## src/rtl/pipelined_addsub.sv

```systemverilog
// pipelined_addsub
//   Pipelined two-operand adder/subtractor. The carry chain is cut into
//   CHUNK-bit slices and each register stage resolves one slice, so wide
//   operands close timing. Supports carry/borrow-in, carry-out, a signed
//   overflow flag and optional signed saturation (SAT=1).
//
//   Pipeline: an operand-prep register (index 0) captures A, the effective
//   B (inverted for subtract) and the effective carry-in. Stage k reads
//   register k, adds slice k and writes register k+1. Register NSTAGE holds
//   the final result, so a beat accepted at edge t is presented after edge
//   t+NSTAGE.
//
// Ports
//   clk        in   1      clock, all state on rising edge
//   reset      in   1      synchronous, active-high
//   in_valid   in   1      operand beat present
//   in_ready   out  1      beat accepted this cycle when in_valid is high
//   in_a       in   WIDTH  operand A
//   in_b       in   WIDTH  operand B
//   in_sub     in   1      0 = A+B+cin, 1 = A-B-cin
//   in_cin     in   1      carry-in (add) / borrow-in (sub)
//   out_valid  out  1      result beat present
//   out_ready  in   1      consumer takes the result this cycle
//   out_sum    out  WIDTH  result (wrapped, or clamped when SAT=1)
//   out_cout   out  1      carry out of MSB (sub: 1 = no borrow)
//   out_ovf    out  1      signed overflow of the unsaturated result
module pipelined_addsub #(
  parameter int WIDTH = 32,
  parameter int CHUNK = 8,
  parameter bit SAT   = 1'b0
) (
  input  logic             clk,
  input  logic             reset,
  input  logic             in_valid,
  output logic             in_ready,
  input  logic [WIDTH-1:0] in_a,
  input  logic [WIDTH-1:0] in_b,
  input  logic             in_sub,
  input  logic             in_cin,
  output logic             out_valid,
  input  logic             out_ready,
  output logic [WIDTH-1:0] out_sum,
  output logic             out_cout,
  output logic             out_ovf
);

  localparam int NSTAGE = WIDTH / CHUNK;

  // Index 0 is the operand-prep register, index NSTAGE the output register.
  // The subtract flag is not carried: it is fully folded into b_q and c_q.
  logic [NSTAGE:0]  vld_q;
  logic [WIDTH-1:0] a_q   [NSTAGE+1];
  logic [WIDTH-1:0] b_q   [NSTAGE+1];
  logic [WIDTH-1:0] sum_q [NSTAGE+1];
  logic             c_q   [NSTAGE+1];

  logic [CHUNK:0]   slice [NSTAGE];
  logic [WIDTH-1:0] nsum  [NSTAGE];

  logic advance;
  logic a_msb, b_msb, s_msb, raw_ovf;
  logic [WIDTH-1:0] sat_val;

  assign advance  = !vld_q[NSTAGE] || out_ready;
  assign in_ready = advance;

  always_comb begin
    for (int k = 0; k < NSTAGE; k++) begin
      slice[k] = {1'b0, a_q[k][k*CHUNK +: CHUNK]}
               + {1'b0, b_q[k][k*CHUNK +: CHUNK]}
               + (CHUNK+1)'(c_q[k]);
      nsum[k] = sum_q[k];
      nsum[k][k*CHUNK +: CHUNK] = slice[k][CHUNK-1:0];
    end
  end

  always_ff @(posedge clk) begin
    if (reset) begin
      vld_q <= '0;
      for (int j = 0; j <= NSTAGE; j++) begin
        a_q[j]   <= '0;
        b_q[j]   <= '0;
        sum_q[j] <= '0;
        c_q[j]   <= 1'b0;
      end
    end else if (advance) begin
      // Bubbles shift through like real beats; only vld_q marks them.
      vld_q[0] <= in_valid;
      a_q[0]   <= in_a;
      b_q[0]   <= in_sub ? ~in_b : in_b;
      c_q[0]   <= in_sub ^ in_cin;
      sum_q[0] <= '0;
      for (int k = 0; k < NSTAGE; k++) begin
        vld_q[k+1] <= vld_q[k];
        a_q[k+1]   <= a_q[k];
        b_q[k+1]   <= b_q[k];
        sum_q[k+1] <= nsum[k];
        c_q[k+1]   <= slice[k][CHUNK];
      end
    end
  end

  // Overflow from the registered MSBs of A, effective B and the raw sum.
  // A reset output register is all-zero, so the flag and sum read 0.
  assign a_msb   = a_q[NSTAGE][WIDTH-1];
  assign b_msb   = b_q[NSTAGE][WIDTH-1];
  assign s_msb   = sum_q[NSTAGE][WIDTH-1];
  assign raw_ovf = (a_msb == b_msb) && (s_msb != a_msb);
  assign sat_val = a_msb ? {1'b1, {(WIDTH-1){1'b0}}} : {1'b0, {(WIDTH-1){1'b1}}};

  assign out_valid = vld_q[NSTAGE];
  assign out_cout  = c_q[NSTAGE];
  assign out_ovf   = raw_ovf;
  assign out_sum   = (SAT && raw_ovf) ? sat_val : sum_q[NSTAGE];

endmodule

```

## config.mk

```make
export PLATFORM = sky130hd
export DESIGN_NAME = pipelined_addsub
export DESIGN_NICKNAME = d
export VERILOG_FILES = /design/src/rtl/pipelined_addsub.sv
export SDC_FILE = /design/constraint.sdc
export NUM_CORES = 1
export LEC_CHECK = 0
export ABC_AREA = 1
export CORE_MARGIN = 2
export CORE_UTILIZATION = 60
export DETAILED_ROUTE_END_ITERATION = 6
export PLACE_DENSITY_LB_ADDON = 0.05
export SLEW_MARGIN = 15
export SYNTH_ARGS = -nofsm -noshare
export SYNTH_HDL_FRONTEND = slang
export SYNTH_SLANG_ARGS = --single-unit
```

## constraint.sdc

```tcl
create_clock -name clk -period 11.45 [get_ports clk]
set_input_delay 2.29 -clock clk [delete_from_list [all_inputs] [get_ports clk]]
set_output_delay 2.29 -clock clk [all_outputs]
set_load 0.02 [all_outputs]
```

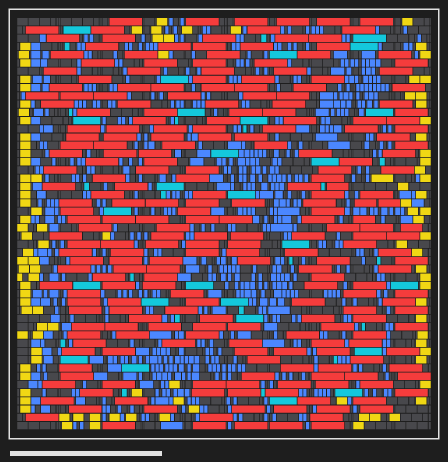
*Placement by cell class*
Scale bar: 50 um. Fill, decap, tap and diode cells in grey.
Key: red = flip-flops [cells 252]; yellow = other buffers and delay cells [cells 107]; cyan = clock drivers and dummy loads [cells 45]; blue = all other logic [cells 739]

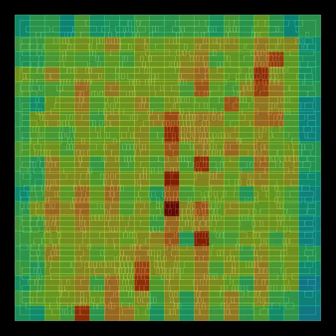
*Routing congestion*
final core area utilization: 70.6%
Tot GR Track Use: 16.3%

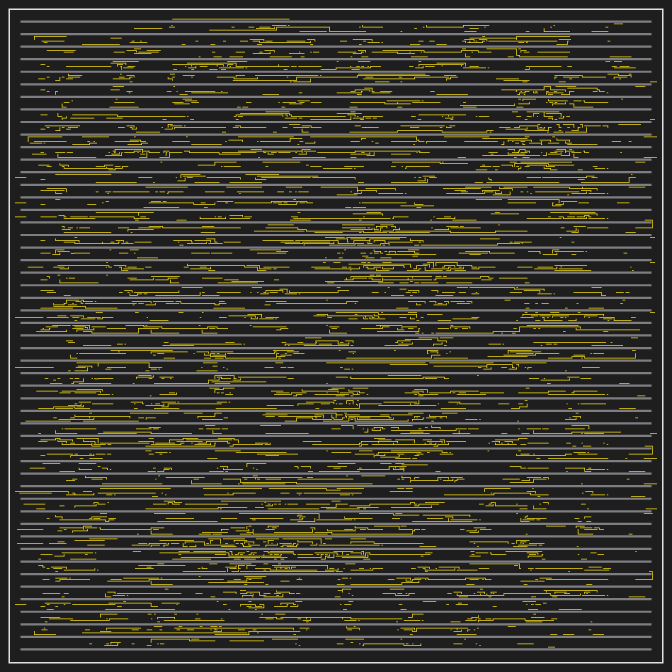
*Signal wires on met1*
Supply wires on this layer in grey.
The longest straight run is 35.6 um. The wires run mostly horizontal.
Total Wirelength: 15600 um
total via count after detailed routing: 6313
met1 Use GR: 25.5%

-- how the worst min path moves through the flow --
stage	startpoint	endpoint	slack [ps]	cells past startpoint
floorplan	vld_q[0]	vld_q[1]	440	2
global placement	vld_q[0]	vld_q[1]	450	2
detailed placement	vld_q[0]	vld_q[1]	460	2
CTS	vld_q[0]	vld_q[1]	470	2
global route	vld_q[0]	vld_q[1]	500	2
finish	vld_q[1]	vld_q[2]	470	2
-- worst max-delay path, delay by kind of cell --
| kind | cells | cell delay [ps] |
|---|---|---|
| buf+inv | 3 | 1020 |
| simple gates | 1 | 180 |
-- state kept, by name, indices dropped and copies added (netlist names) --
name / count
sum_q: 80
c_q: 5
a_q: 81
b_q: 81
vld_q: 5
==> run notes <==
The implementation run finished. The run finished with clean final reports. According to the timing report, the critical path is launched from out_ready. From the final report, the count of setup violators was given as 0. Combinational power landed at 147 uW.

Summed over all nets, the half-perimeter wirelength after detailed placement is 9630 um. Sequential power landed at 1.08 mW. In the synthesized netlist the dominant register cell turns out to be edfxtp_1.

On the reported timing paths, the clock transition at the registers reads 60 ps. Of the total power, registers draw 54.8%. Logic share of the area landed at 19.8%. Per the post-synthesis report, the number of cells in the design is 1023. Clock sink count landed at 252. The worst path needs 5780 ps of the cycle, external delays included. The horizontal die dimension reported for this design is 141 um. The most common logic cell in the final layout is nor2_1.

The worst setup path is launched from a primary input. Max-slew check failures listed in the final report amount to 0. Largest net degree at the start of global routing landed at 219. The CTS report gives the tree buffer count as 25. Layout filler cell count landed at 1362. Power attributed to the clock group landed at 740 uW. Multi-input combinational cells in the finished layout were counted as 502. Of the total synthesized cell area, the portion taken by AND, OR, NAND and NOR gates is 14.1%. Iteration tally of the first detailed-router pass landed at 5. In the final layout, excluding clock inverters the inverter count is 237.

For reference, full adder, half adder and majority cells occupy 4.52% of the area reported after synthesis. The synthesized design contains 247 enable-type register cells. The report lists the cells along the critical path as clkdlybuf4s50_1 -> nor2_4 -> inv_1 -> clkdlybuf4s50_1.

The final layout contains a sequential cell count of 252. The finished layout holds 1377 standard cells, fillers aside. The analysis attributes to net switching a power of 411 uW. For reference, the critical path is captured by in_ready. In this run, the number of DRC markers left after iteration 0 of detailed routing was 355. Number of levels in the clock H-tree landed at 1. Total inserted antenna cells landed at 0.

Per report_power, the combinational group accounts for 7.5% of the total. Net count of the mapped netlist landed at 1129. Worst slack at placement landed at 5660 ps. First-pass GRT wire length landed at 26900 um. DRC violations left landed at 0. After clock tree synthesis, the repair step resized 0 gates. The multi-input combinational cells in the finished layout cover a total of 0.00260 mm^2. Register cell area after layout landed at 0.00752 mm^2. Number of tap instances landed at 234.

Area growth from synthesis to layout landed at 16.1%. After synthesis, the netlist uses 25 different library cells. Summed over all instances, the cell type with the most area after synthesis is edfxtp_1. Via count normalized by instance count landed at 4.58.

Number of global-route vias before repair landed at 5811. Placer congestion estimate landed at 0.830. In the synthesis report, Yosys lists the chip area as 0.0113 mm^2. For this run, global-route usage on met3 was measured as 2.79%.

For reference, the post-synthesis area per instance comes to 11.0 um^2. Synthesis-stage register bit count landed at 252. For reference, the most critical setup path is categorized as primary input to output port. Sum of internal, switching and leakage power landed at 1.96 mW. Per report_power, the top consumer among the power groups is registers.

The worst register-to-register path depth is 6. Internal portion of total power landed at 1.55 mW. After layout, the worst path uses 50.5% of the clock period. The launch point of the worst register-to-register path is recorded as vld_q[4]. Worst path arrival time landed at 3490 ps. Based on the critical path, the design can be clocked at up to 173 MHz. For reference, the top cells by count after synthesis are 250 x nor2_1, 247 x edfxtp_1, 236 x inv_1. Global route total overflow landed at 0. Non-clock buffering takes up 8.18% of total cell area after layout. TritonCTS built the clock tree.
No activity file was given, so power comes from the tool's default toggle rates.
